$ cat config.mk
export PLATFORM = sky130hd
export DESIGN_NAME = uart_tx
export DESIGN_NICKNAME = d
export VERILOG_FILES = /design/src/rtl/uart_tx_pkg.sv /design/src/rtl/uart_baud_gen.sv /design/src/rtl/uart_tx.sv
export SDC_FILE = /design/constraint.sdc
export NUM_CORES = 1
export LEC_CHECK = 0
export ABC_AREA = 1
export CAP_MARGIN = 10
export CORE_ASPECT_RATIO = 1.5
export CORE_UTILIZATION = 35
export DETAILED_ROUTE_END_ITERATION = 7
export SYNTH_ARGS = -nofsm -noshare
export SYNTH_HDL_FRONTEND = slang
export SYNTH_SLANG_ARGS = --single-unit
$ cat constraint.sdc
create_clock -name in_clk -period 2 [get_ports in_clk]
set_input_delay 0.4 -clock in_clk [delete_from_list [all_inputs] [get_ports in_clk]]
set_output_delay 0.4 -clock in_clk [all_outputs]
set_load 0.01 [all_outputs]
$ cat src/rtl/uart_tx_pkg.sv
// uart_tx_pkg: shared FSM state encoding and parity mode constants for the UART transmitter.
package uart_tx_pkg;
    typedef enum logic [2:0] {S_IDLE, S_START, S_DATA, S_PARITY, S_STOP} state_t;
    localparam int PAR_NONE = 0;
    localparam int PAR_EVEN = 1;
    localparam int PAR_ODD  = 2;
endpackage

$ cat src/rtl/uart_baud_gen.sv
// uart_baud_gen: bit-period counter pulsing bit_done on the last cycle of each bit.
module uart_baud_gen #(
    parameter int CLKS_PER_BIT = 100
) (
    input  logic clk,
    input  logic rst,
    input  logic clr,
    output logic bit_done
);
    localparam int CW = $clog2(CLKS_PER_BIT);
    logic [CW-1:0] cnt;
    assign bit_done = cnt == CW'(CLKS_PER_BIT - 1);
    always_ff @(posedge clk) begin
        if (rst || clr || bit_done) cnt <= '0;
        else cnt <= cnt + 1'b1;
    end
endmodule

$ cat src/rtl/uart_tx.sv
// uart_tx: transmit-only UART serializer (start, LSB-first data, optional parity, stop bits).
module uart_tx
    import uart_tx_pkg::*;
#(
    parameter int DATA_W       = 6,
    parameter int CLKS_PER_BIT = 100,
    parameter int PARITY       = 0,
    parameter int STOP_BITS    = 1
) (
    input  logic              in_clk,
    input  logic              in_rst,
    input  logic [DATA_W-1:0] in_mem,
    input  logic              in_utx_st,
    output logic              out_rx,
    output logic              out_utx_bs
);
    localparam int BW = $clog2(DATA_W + 1);
    localparam logic [BW-1:0] LAST_DATA = BW'(DATA_W - 1);
    localparam logic [BW-1:0] LAST_STOP = BW'(STOP_BITS - 1);
    state_t state, state_n;
    logic [DATA_W-1:0] sh, sh_n;
    logic [BW-1:0] bit_cnt, bit_cnt_n;
    logic par, par_n, rx_n, load, bit_done;
    uart_baud_gen #(.CLKS_PER_BIT(CLKS_PER_BIT)) u_baud (
        .clk(in_clk),
        .rst(in_rst),
        .clr(load),
        .bit_done(bit_done)
    );
    always_comb begin
        state_n   = state;
        sh_n      = sh;
        bit_cnt_n = bit_cnt;
        par_n     = par;
        load      = 1'b0;
        case (state)
            S_IDLE:   load = in_utx_st;
            S_START:  if (bit_done) begin
                state_n   = S_DATA;
                bit_cnt_n = '0;
            end
            S_DATA:   if (bit_done) begin
                sh_n      = sh >> 1;
                bit_cnt_n = bit_cnt + 1'b1;
                if (bit_cnt == LAST_DATA) begin
                    state_n   = PARITY != PAR_NONE ? S_PARITY : S_STOP;
                    bit_cnt_n = '0;
                end
            end
            S_PARITY: if (bit_done) state_n = S_STOP;
            S_STOP:   if (bit_done) begin
                bit_cnt_n = bit_cnt + 1'b1;
                if (bit_cnt == LAST_STOP) begin
                    state_n   = S_IDLE;
                    bit_cnt_n = '0;
                    load      = in_utx_st;
                end
            end
            default:  state_n = S_IDLE;
        endcase
        // Acceptance at the end of the last stop bit chains frames with no idle gap.
        if (load) begin
            state_n   = S_START;
            sh_n      = in_mem;
            par_n     = ^in_mem ^ (PARITY == PAR_ODD);
            bit_cnt_n = '0;
        end
        rx_n = state_n == S_START  ? 1'b0 :
               state_n == S_DATA   ? sh_n[0] :
               state_n == S_PARITY ? par_n : 1'b1;
    end
    always_ff @(posedge in_clk) begin
        if (in_rst) begin
            state      <= S_IDLE;
            sh         <= '0;
            bit_cnt    <= '0;
            par        <= 1'b0;
            out_rx     <= 1'b1;
            out_utx_bs <= 1'b0;
        end else begin
            state      <= state_n;
            sh         <= sh_n;
            bit_cnt    <= bit_cnt_n;
            par        <= par_n;
            out_rx     <= rx_n;
            out_utx_bs <= state_n != S_IDLE;
        end
    end
endmodule

run_1/clock_nets.png
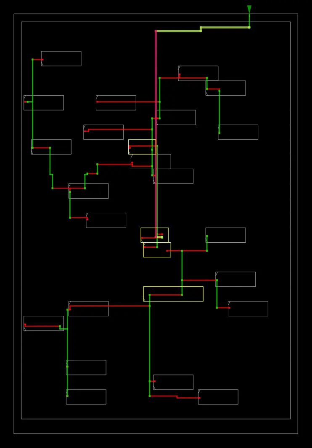
clk pwr: 0.418 mW
Insertion Delay late pin: 0.26 ns
CTS sink cnt: 22

run_1/m1.png
Bar = 20 um.
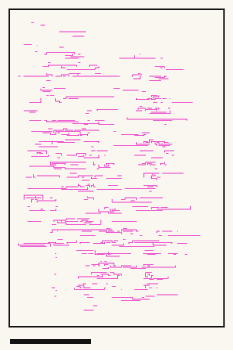
wire length on this layer: 964 um
main direction: horizontal

run_1/ff_map.png
Bar = 20 um.
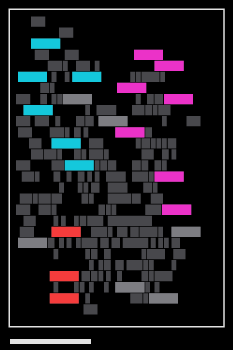
legend:
  cyan:
    name_in_the_netlist: sh
    placed_flops: 6
  red:
    name_in_the_netlist: state
    placed_flops: 3
  magenta:
    name_in_the_netlist: u_baud.cnt
    placed_flops: 7
not coloured: 6

run_1/pinout.png
Bar = 20 um. Pins as bars across the die edge, other pins in grey.
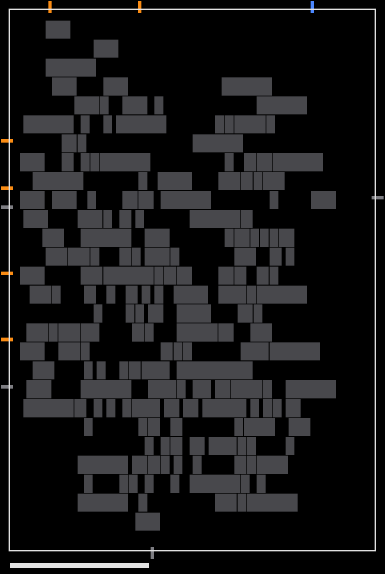
legend:
  blue:
    port: in_clk
    pins: 1
    direction: input
    edge: top
  orange:
    port: in_mem
    pins: 6
    direction: input
    edge: 4 left, 2 top
all pins by edge: 6 left, 3 top, 1 bottom, 1 right

==> results.sh, run 1 <==
# yosys + openroad results
export IMPL_max_slew_margin=0.796
export IMPL_crit_end="out_rx$_SDFF_PP1_"
export IMPL_flop_cell="dfxtp_1"
export IMPL_tritoncts="done"
export IMPL_status="complete, no violations"
export IMPL_max_stage_delay_ns=0.38
export IMPL_r2r_end="out_rx$_SDFF_PP1_"
export IMPL_p_seq_frac=0.460
export IMPL_ys_area_sq_mm=0.00134
export IMPL_mappedNetlistNets=188
export IMPL_internal_power_mw=0.787
export IMPL_drv_cap=0
export IMPL_nNetsFinal=198
export IMPL_total_power_mw=1.02
export IMPL_async_flop_share=0
export IMPL_vias_per_cell=4.67
export IMPL_power_density_mw_per_mm2=667
export IMPL_critPathCaptureType="flip-flop"
export IMPL_fin_skew_ns=0.00375
export IMPL_grt_max_degree=14
export IMPL_h_tree_depth=1
export IMPL_required_ns=2.16
export IMPL_timing_rr_start="u_baud.cnt[0]$_SDFF_PP0_"
export IMPL_ff2ff_path_depth=10
export IMPL_synth_distinct_cells=30
export IMPL_routed_wl_um=2380
export IMPL_ys_flops=22
export IMPL_critPathLaunchType="flip-flop"
export IMPL_path_cells="ha_1, nand2_2, nor2_4, nand3_4, nand2_4, nand2_4, nand2_1, nand3_1, nand2_1, nand3_2"
export IMPL_top_cell_area_share=0.330
export IMPL_first_pass_iters=4
## run 1: flip-flops by register name, indices dropped and copies added, names as in the netlist
name	flops
out_utx_bs	1
sh	6
bit_cnt	3
u_baud.cnt	7
out_rx	1
state	3
par	1
## run 1: layout make-up
type	count	area (sq um)
clock buffer	3	41.3
clock inverter	1	30.0
fill	387	2120
inverter	25	93.8
multi-input combinational	123	769
sequential	22	440
tap	43	53.8
timing repair buffer	10	100
## run 1: placed cells by master (no fill, tap or decap)
master / synthesis / routed
nor2_1: 11 / 11
nand3b_1: 2 / 2
a21oi_1: 3 / 3
nand3_1: 13 / 13
a31oi_1: 1 / 1
xnor2_1: 6 / 6
o21ai_1: 2 / 2
nor2_2: 6 / 6
nor3_1: 2 / 2
o21ai_4: 1 / 1
nand4_1: 1 / 1
nand2_2: 6 / 6
ha_1: 4 / 4
clkbuf_8: 0 / 3
nor2_4: 3 / 3
nand3_2: 5 / 5
inv_2: 5 / 5
nand2_4: 2 / 2
clkdlybuf4s50_1: 0 / 10
o22ai_1: 2 / 2
o211a_1: 3 / 3
inv_1: 20 / 20
xor2_1: 6 / 6
bufinv_16: 0 / 1
nand3_4: 1 / 1
nand2_1: 37 / 37
dfxtp_1: 22 / 22
a21oi_2: 3 / 3
or2_2: 1 / 1
o21ai_0: 1 / 1
a21boi_2: 1 / 1
## run 1: per-stage QoR
step | cells | hold WS, ns | worst slack, ns | area, sq um
after floorplan | 175 | 0.430 | 0.594 | 1340
after global placement | 223 | 0.451 | 0.244 | 1460
after detailed placement | 223 | 0.456 | 0.239 | 1460
after CTS | 227 | 0.472 | 0.420 | 1530
after global routing | 227 | 0.505 | 0.283 | 1530
final | 227 | 0.469 | 0.437 | 1530
## run 1: routing by layer
metal | wire length [um] | global-route usage
met5 | 0 | 0
met4 | 59 | 0.0789
met1 | 963 | 0.150
met3 | 51 | 0.0196
met2 | 1300 | 0.252
## run 1: logic make-up after synthesis
family,share of synthesized area
AOI/OAI and AO/OA,0.0993
xor gates and xnor gates,0.0787
buffers and inverters,0.0937
adders and majority gates,0.0375
DFF,0.330
and+or+nand+nor,0.361
## run 1: power groups by stage
stage / Combinational, mW / Clock [mW] / Sequential, mW
after detailed placement: 0.135 / 0 / 0.479
after CTS: 0.136 / 0.428 / 0.469
after global placement: 0.135 / 0 / 0.479
after floorplan: 0.100 / 0 / 0.478
final: 0.133 / 0.418 / 0.469
after global routing: 0.150 / 0.443 / 0.472
## run 1: worst min path at each step
stage,from,endpoint,slack (ns),depth (start not counted)
global route,sh[3]$_SDFFE_PP0P_,sh[3]$_SDFFE_PP0P_,0.51,2
finish,u_baud.cnt[0]$_SDFF_PP0_,u_baud.cnt[0]$_SDFF_PP0_,0.47,1
floorplan,u_baud.cnt[0]$_SDFF_PP0_,u_baud.cnt[0]$_SDFF_PP0_,0.43,1
CTS,u_baud.cnt[0]$_SDFF_PP0_,u_baud.cnt[0]$_SDFF_PP0_,0.47,1
detailed placement,u_baud.cnt[0]$_SDFF_PP0_,u_baud.cnt[0]$_SDFF_PP0_,0.46,1
global placement,u_baud.cnt[0]$_SDFF_PP0_,u_baud.cnt[0]$_SDFF_PP0_,0.45,1
run_1/route_heat.png
Bar = 20 um. The die is cut into 10 by 16 equal tiles; dark blue is low, red is high, scaled to the fullest tile. Values are wire area over tile area, all layers added.
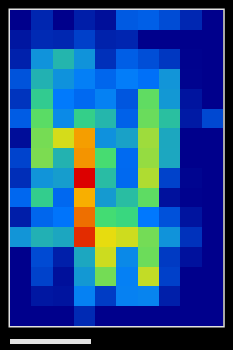

--- run 2 (diff from run 1) ---
==> constraint.sdc (replaced) <==
create_clock -name in_clk -period 1.25 [get_ports in_clk]
set_input_delay 0.25 -clock in_clk [delete_from_list [all_inputs] [get_ports in_clk]]
set_output_delay 0.25 -clock in_clk [all_outputs]
set_load 0.01 [all_outputs]
run_2/route_heat.png
Bar = 20 um. The die is cut into 10 by 16 equal tiles; dark blue is low, red is high, scaled to the fullest tile. Values are wire area over tile area, all layers added.
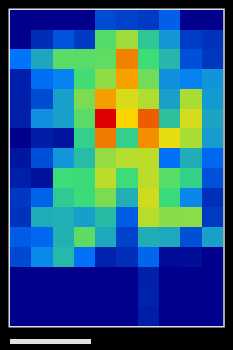
densest ninth of the die: centre
tiles over half the peak: 24%
fullest tile: 0.41

run_2/ff_map.png
Bar = 20 um.
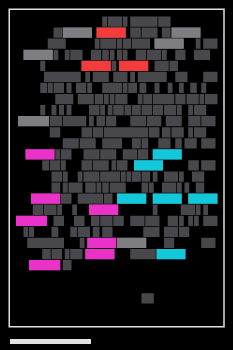
legend:
  magenta:
    name_in_the_netlist: u_baud.cnt
    placed_flops: 7
  red:
    name_in_the_netlist: state
    placed_flops: 3
  cyan:
    name_in_the_netlist: sh
    placed_flops: 6
    where: middle right
not coloured: 6

run_2/m1.png
Bar = 20 um.
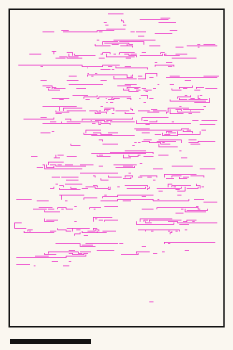
nets with wire on the layer: 220
wire length on this layer: 1250 um

==> results.sh, run 2 <==
# yosys + openroad results
export IMPL_status="complete, but fails checks"
export IMPL_failed_checks="setup timing"
export IMPL_max_stage_delay_ns=0.36
export IMPL_mappedNetlistNets=188
export IMPL_fin_ws_ns=-0.225
export IMPL_clk_latency_ns=0.27
export IMPL_die_w_um=52.4
export IMPL_required_ns=1.42
export IMPL_setup_viol=22
export IMPL_drv_cap=0
export IMPL_power_density_mw_per_mm2=879
export IMPL_lay_top_cells="buf_4 (32), nand2_1 (30), dfxtp_1 (19)"
export IMPL_grt_overflow=0
export IMPL_total_power_mw=1.74
export IMPL_grt_max_degree=14
export IMPL_critPathCaptureType="flip-flop"
export IMPL_first_pass_iters=4
export IMPL_top_cell_area_share=0.330
export IMPL_max_slew_margin=0.799
export IMPL_h_tree_depth=1
export IMPL_core_area_sq_mm=0.00365
export IMPL_fin_skew_ns=0.00188
export IMPL_tritoncts="done"
export IMPL_ys_flops=22
export IMPL_flop_cell="dfxtp_1"
export IMPL_path_cells="ha_4, nand2_4, nor2_4, nand3_4, nand2_4, nand2_8, buf_8, o211a_1"
export IMPL_critPathLaunchType="flip-flop"
export IMPL_async_flop_share=0
export IMPL_regMostFlops="u_baud.cnt"
export IMPL_routed_wl_um=3170
export IMPL_largestRegisters="u_baud.cnt (7), sh (6)"
export IMPL_ys_area_sq_mm=0.00134
export IMPL_worst_pin_slew_ns=0.301
export IMPL_cts_sinks=22
export IMPL_nNetsFinal=235
export IMPL_gp_congestion=0.761
export IMPL_synth_distinct_cells=30
export IMPL_pre_cts_ws_ns=-0.306
export IMPL_post_route_min_period_ns=1.47
export IMPL_root_buffer="clkbuf_8"
export IMPL_layout_top_cell="buf_4"
export IMPL_arrival_ns=1.64
export IMPL_largest_register_ffs=7
export IMPL_antenna_left=0
export IMPL_portBuffers=10
## run 2: area by class of cell
cell class,instances,area (sq um)
Inverter,25,93.8
Fill cell,344,1670
Timing Repair Buffer,47,398
Clock inverter,1,30.0
Multi-Input combinational cell,123,921
Clock buffer,3,41.3
Sequential cell,22,444
Tap cell,43,53.8
## run 2: routing by layer
layer  part of all wire  global-route usage  vias up
li1                   -                   -      639
met3              0.016              0.0196        7
met2               0.57               0.315       13
met1               0.39               0.178      550
met5                  0                   0        -
met4              0.018              0.0632        0
## run 2: metrics by stage
| step | cells | area (sq um) | TNS [ns] | hold WS, ns | utilization |
|---|---|---|---|---|---|
| after floorplan | 175 | 1360 | -1.03 | 0.317 | - |
| after global placement | 254 | 1710 | -4.65 | 0.468 | 0.470 |
| after detailed placement | 254 | 1710 | -4.81 | 0.472 | 0.470 |
| after CTS | 262 | 1890 | -2.77 | 0.485 | 0.519 |
| after global routing | 264 | 1980 | -5.47 | 0.507 | 0.543 |
| final | 264 | 1980 | -3.83 | 0.480 | 0.543 |
## run 2: power breakdown
| part | internal [mW] | switching (mW) |
|---|---|---|
| Sequential | 0.733 | 0.0162 |
| Combinational | 0.159 | 0.155 |
| Clock | 0.428 | 0.250 |
| Total | 1.32 | 0.421 |
## run 2: cell families after synthesis
group,count (synthesis),share of synthesized area
adders and majority gates,4,0.0375
xor gates and xnor gates,12,0.0787
buffers and inverters,30,0.0937
DFF,22,0.330
AOI/OAI and AO/OA,17,0.0993
and+or+nand+nor,90,0.361
## run 2: repair_timing
item	4_1_cts	5_1_grt
pin swaps	10	10
gates cloned	0	0
setup endpoints to repair	24	22
resized	20	21
setup buffers	4	2
hold buffers	0	0
## run 2: worst max-delay path, delay by kind of cell, from the launching register on
kind | cells | cell delay, ns
fa+ha+maj | 1 | 0.16
flops | 1 | 0.36
compound gates | 1 | 0.19
simple gates | 5 | 0.51
buf+inv | 1 | 0.14
## run 2: final timing paths
path	to	slack [ns]	cells after the start	from
max	sh[2]$_SDFFE_PP0P_	-0.22	8	u_baud.cnt[1]$_SDFF_PP0_
min	sh[3]$_SDFFE_PP0P_	0.48	2	sh[4]$_SDFFE_PP0P_
max reg2reg	sh[2]$_SDFFE_PP0P_	-0.22	8	u_baud.cnt[1]$_SDFF_PP0_
min reg2reg	sh[3]$_SDFFE_PP0P_	0.48	2	sh[4]$_SDFFE_PP0P_
Power figures rest on the tool's default switching activity, not on a simulated workload.
